## config.mk

```make
export PLATFORM = sky130hd
export DESIGN_NAME = data_cal_sweep
export DESIGN_NICKNAME = d
export VERILOG_FILES = /design/src/rtl/data_cal_sweep.sv
export SDC_FILE = /design/constraint.sdc
export NUM_CORES = 1
export LEC_CHECK = 0
export CAP_MARGIN = 25
export CORE_UTILIZATION = 25
export DETAILED_ROUTE_END_ITERATION = 10
export PLACE_DENSITY = 0.51
export SLEW_MARGIN = 20
export SYNTH_ARGS = -nofsm -noshare
export SYNTH_HDL_FRONTEND = slang
export SYNTH_SLANG_ARGS = --single-unit
```

## constraint.sdc

```tcl
create_clock -name clk -period 6.4 [get_ports clk]
set_input_delay 0.96 -clock clk [delete_from_list [all_inputs] [get_ports clk]]
set_output_delay 0.96 -clock clk [all_outputs]
set_load 0.01 [all_outputs]
```

## src/rtl/data_cal_sweep.sv

```systemverilog
// Field calculator: buffers a packed word of FIELDS fields and returns field 0
// combined with a selected field, or sweeps fields 1..FIELDS-1 on consecutive cycles.
// Optional feature macro: DATA_CAL_SWEEP_ABSDIFF_EN enables op=1 absolute difference.

module data_cal_sweep_alu #(
    parameter int FIELD_W = 4
) (
    input  logic [FIELD_W-1:0] a,
    input  logic [FIELD_W-1:0] b,
    input  logic               op,
    output logic [FIELD_W:0]   res
);
`ifdef DATA_CAL_SWEEP_ABSDIFF_EN
    always_comb begin
        res = {1'b0, a} + {1'b0, b};
        if (op) res = (a >= b) ? {1'b0, a - b} : {1'b0, b - a};
    end
`else
    logic unused_op;
    assign unused_op = op;
    assign res = {1'b0, a} + {1'b0, b};
`endif
endmodule

module data_cal_sweep #(
    parameter int FIELD_W = 4,
    parameter int FIELDS  = 4
) (
    input  logic                               clk,
    input  logic                               rst,
    input  logic                               in_valid,
    input  logic [FIELD_W*FIELDS-1:0]          d,
    input  logic [$clog2(FIELDS)-1:0]          sel,
    input  logic                               sweep,
    input  logic                               op,
    output logic [FIELD_W:0]                   out,
    output logic                               validout,
    output logic [$clog2(FIELDS)-1:0]          out_idx,
    output logic                               busy
);
    localparam int DATA_W = FIELD_W * FIELDS;
    localparam int SEL_W  = $clog2(FIELDS);
    localparam logic [SEL_W-1:0] LAST = SEL_W'(FIELDS - 1);

    localparam logic [0:0] IDLE  = 1'b0;
    localparam logic [0:0] SWEEP = 1'b1;

    logic [0:0]        state;
    logic [DATA_W-1:0] tmp;
    logic [SEL_W-1:0]  cnt;
    logic              op_q;

    logic [FIELDS-1:0][FIELD_W-1:0] tmp_f;
    logic [FIELDS-1:0][FIELD_W-1:0] d_f;
    assign tmp_f = tmp;
    assign d_f   = d;

    logic [FIELD_W-1:0] alu_a, alu_b;
    logic               alu_op;
    logic [FIELD_W:0]   alu_res;

    // A sweep command computes from the incoming word, since tmp is written on the same edge.
    always_comb begin
        alu_a  = tmp_f[0];
        alu_b  = tmp_f[sel];
        alu_op = op;
        if (state == SWEEP) begin
            alu_b  = tmp_f[cnt];
            alu_op = op_q;
        end else if (sweep) begin
            alu_a = d_f[0];
            alu_b = d_f[1];
        end
    end

    data_cal_sweep_alu #(.FIELD_W(FIELD_W)) u_alu (
        .a   (alu_a),
        .b   (alu_b),
        .op  (alu_op),
        .res (alu_res)
    );

    assign busy = (state == SWEEP);

    always_ff @(posedge clk) begin
        if (rst) begin
            state    <= IDLE;
            tmp      <= '0;
            cnt      <= '0;
            op_q     <= 1'b0;
            out      <= '0;
            validout <= 1'b0;
            out_idx  <= '0;
        end else begin
            out      <= '0;
            validout <= 1'b0;
            out_idx  <= '0;
            case (state)
                IDLE: begin
                    if (in_valid) begin
                        if (sweep) begin
                            tmp      <= d;
                            op_q     <= op;
                            out      <= alu_res;
                            out_idx  <= SEL_W'(1);
                            validout <= 1'b1;
                            if (FIELDS > 2) begin
                                cnt   <= SEL_W'(2);
                                state <= SWEEP;
                            end
                        end else if (sel == '0) begin
                            tmp <= d;
                        end else begin
                            out      <= alu_res;
                            out_idx  <= sel;
                            validout <= 1'b1;
                        end
                    end
                end
                SWEEP: begin
                    out      <= alu_res;
                    out_idx  <= cnt;
                    validout <= 1'b1;
                    if (cnt == LAST) state <= IDLE;
                    else             cnt   <= cnt + SEL_W'(1);
                end
                default: state <= IDLE;
            endcase
        end
    end
endmodule

```

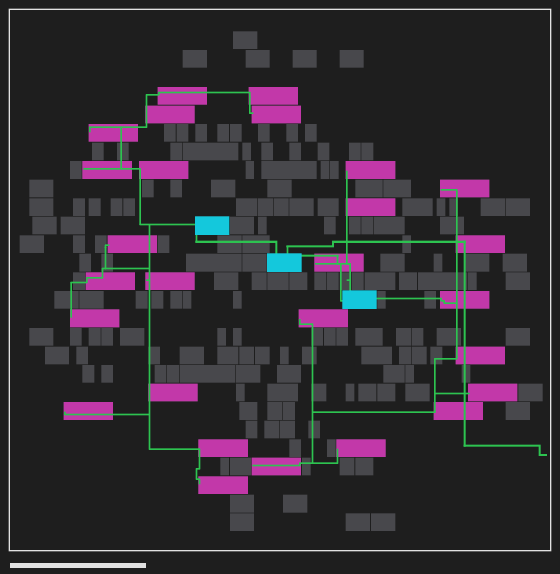
Run 1: clock distribution
Scale bar: 20 um.
[green] clock wires | length: 398 um
[cyan] clock-net drivers | count: 3
[magenta] flip-flops | count: 27
flops lie: widely spread
routed clock nets: 4
final worst clock skew: 0.00269 ns
clock network power consumption: 99.1 uW
worst-skew pair later-pin latency: 0.27 ns
portion of total power attributed to the clock network: 26.3%

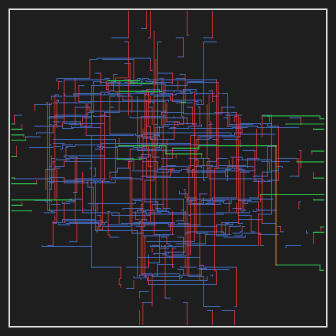
Run 1: routed metal, one colour a layer
| colour | layer | wire length |
|---|---|---|
| orange | M4 | 29.9 um |
| green | M3 | 195 um |
| red | M2 | 1620 um |
| blue | M1 | 1870 um |
overall routing resource usage: 12.6%
Via Count: 1284
routed wire length per instance: 14.0 um

==> run notes, run 1 <==
Results of an implementation run.

In this run the power density over the cells is 202 nW/um2. The flow measured a signed area growth from synthesis to layout of 25.4%. Per the timing report, the most critical flop-to-flop path originates at busy. STA classifies the critical path endpoint as a register. The register with the highest flop count is tmp. The total met2 wirelength after detailed routing is 1620 um. The capture point of the worst reg-to-reg path is out[4]. The proportion of power drawn by combinational gates is 23.2%. The run finished with clean final reports.

The capture point of the worst path is out[3]. Summing over the stages, the warning tally comes to 27. The fraction of final layout cells with drive strength greater than 1 is 8.29%.

The violation tally from detailed-route iteration zero is 64. The synthesized netlist has a Yosys-reported chip area of 1490 um2. The share of synthesized cell area in and, or, nand and nor gates is 13.0%.

Traced cell by cell, the critical path runs through clkdlybuf4s50_1 -> nor2b_1 -> mux2i_1 -> inv_1 -> ha_1 -> a21o_1 -> a21oi_1 -> mux2i_1. The fraction of cell area in non-clock buffers is 16.5%. The library cell used as clock root buffer is sky130_fd_sc_hd__clkbuf_8. The critical path's slowest stage uses the library cell sky130_fd_sc_hd__clkdlybuf4s50_1. According to the floorplan report, the die height is 79.2 um. The largest registers in the layout are tmp x16, out x5. After global routing the overflow that remains totals 0. The synthesized design contains 0 enable-type register cells. The final critical path takes up 50.6% of the cycle.

The detailed-routing wirelength on met1 is 1870 um. The multiplexer share of the synthesized area is 15.0%. The commonest cells after synthesis are sky130_fd_sc_hd__dfxtp_1, sky130_fd_sc_hd__a21oi_1, sky130_fd_sc_hd__o21ai_0. The uppermost signal routing layer after detailed routing is met4. Summing the areas of all xor and xnor instances in the mapped netlist gives 0% of the synthesized area. The worst path needs 3.24 ns of the cycle, external delays included.

The group drawing the most power is sequential cells. The power consumed by sequential cells is 190 uW. The fraction of synthesized cell area taken by the top area cell type is 36.2%. The largest cell class by area is multi-input combinational cells. Including well taps, the total number of placed cells is 261. The detailed-routing iteration count for the pre-antenna-repair pass is 4. The register bit total from synthesis is 27.
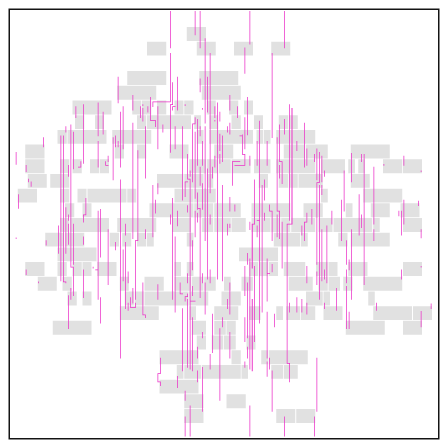
Run 1: met2 routing
nets with wire on the layer: 161
longest straight run: 37.4 um
grt met2 use: 19.6%
Routed WL: 3710 um

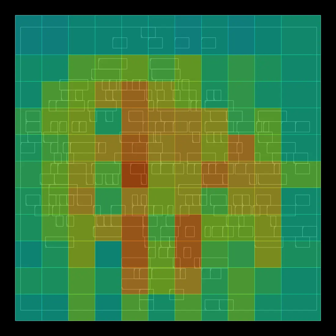
Run 1: routing congestion map
met3 Usage GRT: 3.56%
most used routing layer in global routing: met2
met1 Usage GRT: 17.3%

Run 1, the metal 3 layer:
Scale bar: 20 um.
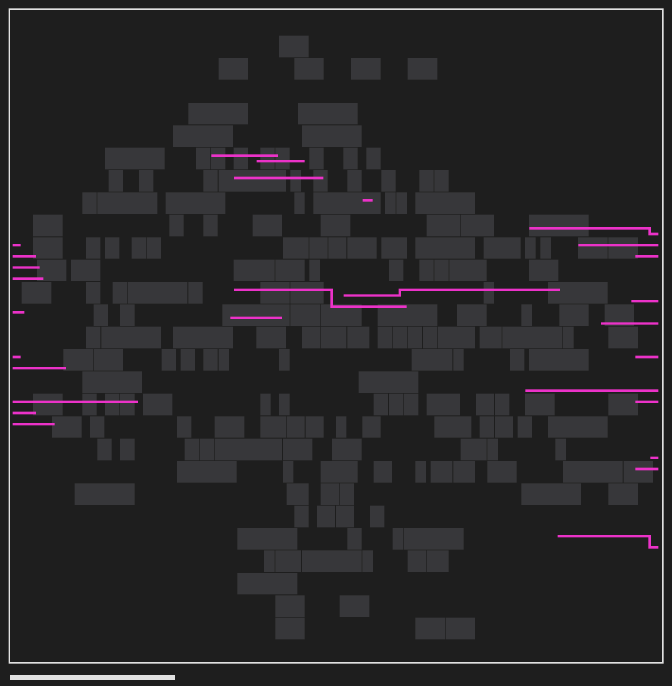

==> run 2: changes to the inputs <==
- PLACE_DENSITY: 0.51 -> 0.53
- clock period: 6.4 -> 2.6 ns (I/O delays scaled with it)
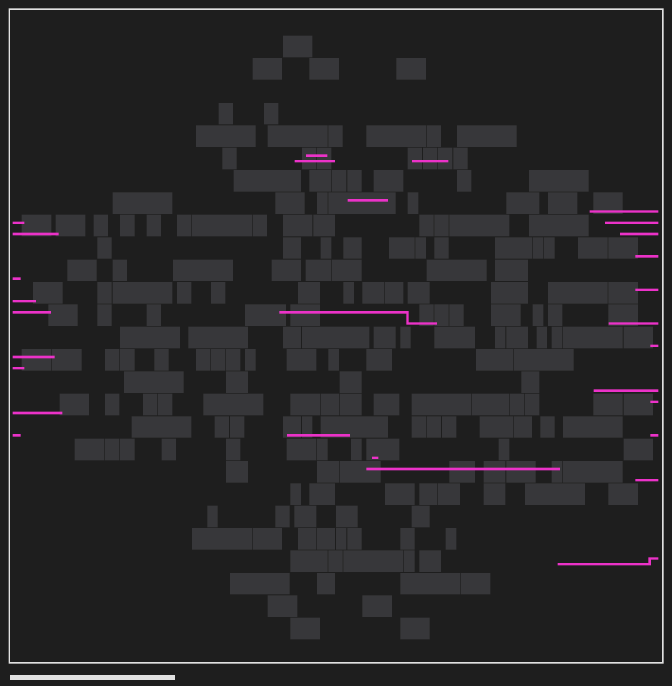
Run 2: the metal 3 layer
Scale bar: 20 um.
share of all routed wire: 3.9%
nets with wire on the layer: 27
Via Count: 1332
met3 Usage GRT: 2.76%

==> run 2 against run 1 <==
Sequential power is 150% higher. Count of clock-buffer cells in the layout is 1 higher. Cell count is 4.5% higher. Sequential share of layout area is 1.3 points lower. Cell area is 4.7% higher. Critical endpoint is now out[4]. Highest routed layer unchanged.
==> run notes, run 2 <==
Results of an implementation run.

The aggregate global-route resource usage is 12.9% (+0.32 points). The library cell used as clock root buffer is sky130_fd_sc_hd__clkbuf_8. The register with the highest flop count is tmp. The global routing stage identified its most utilized layer as met2. The largest registers in the layout are tmp x16, out x5. The areal power density over the cells is 483 nW/um2 (+140%). The count of warning messages emitted by the tools is 27 (unchanged). The fraction of final layout cells with drive strength greater than 1 is 13.2% (+4.9 points). The violation tally from detailed-route iteration zero came to 49 (-23%). The uppermost signal routing layer after detailed routing is met4.

Subtracting the final worst setup slack from the clock period gives 2.47 ns. The vertical die dimension is 79.2 um (unchanged). The insertion delay to the later sink of the worst-skew pair is 0.28 ns (about the same).

The flow ran to the end, and the final reports show no timing, DRC or antenna violations. The total met2 wirelength after detailed routing was 1740 um (+7.4%). The final period utilization is 95.0%. STA classifies the critical path endpoint as a register. The clock network fraction of total power was 25.8% (-0.5 points).

The chip area from the yosys synthesis statistics is 1490 um2 (unchanged). The power consumed by sequential cells is 466 uW (+150%). The detailed-routing wirelength on met1 was 1880 um (+0.64%).
Power is estimated from default activity; no workload was simulated.
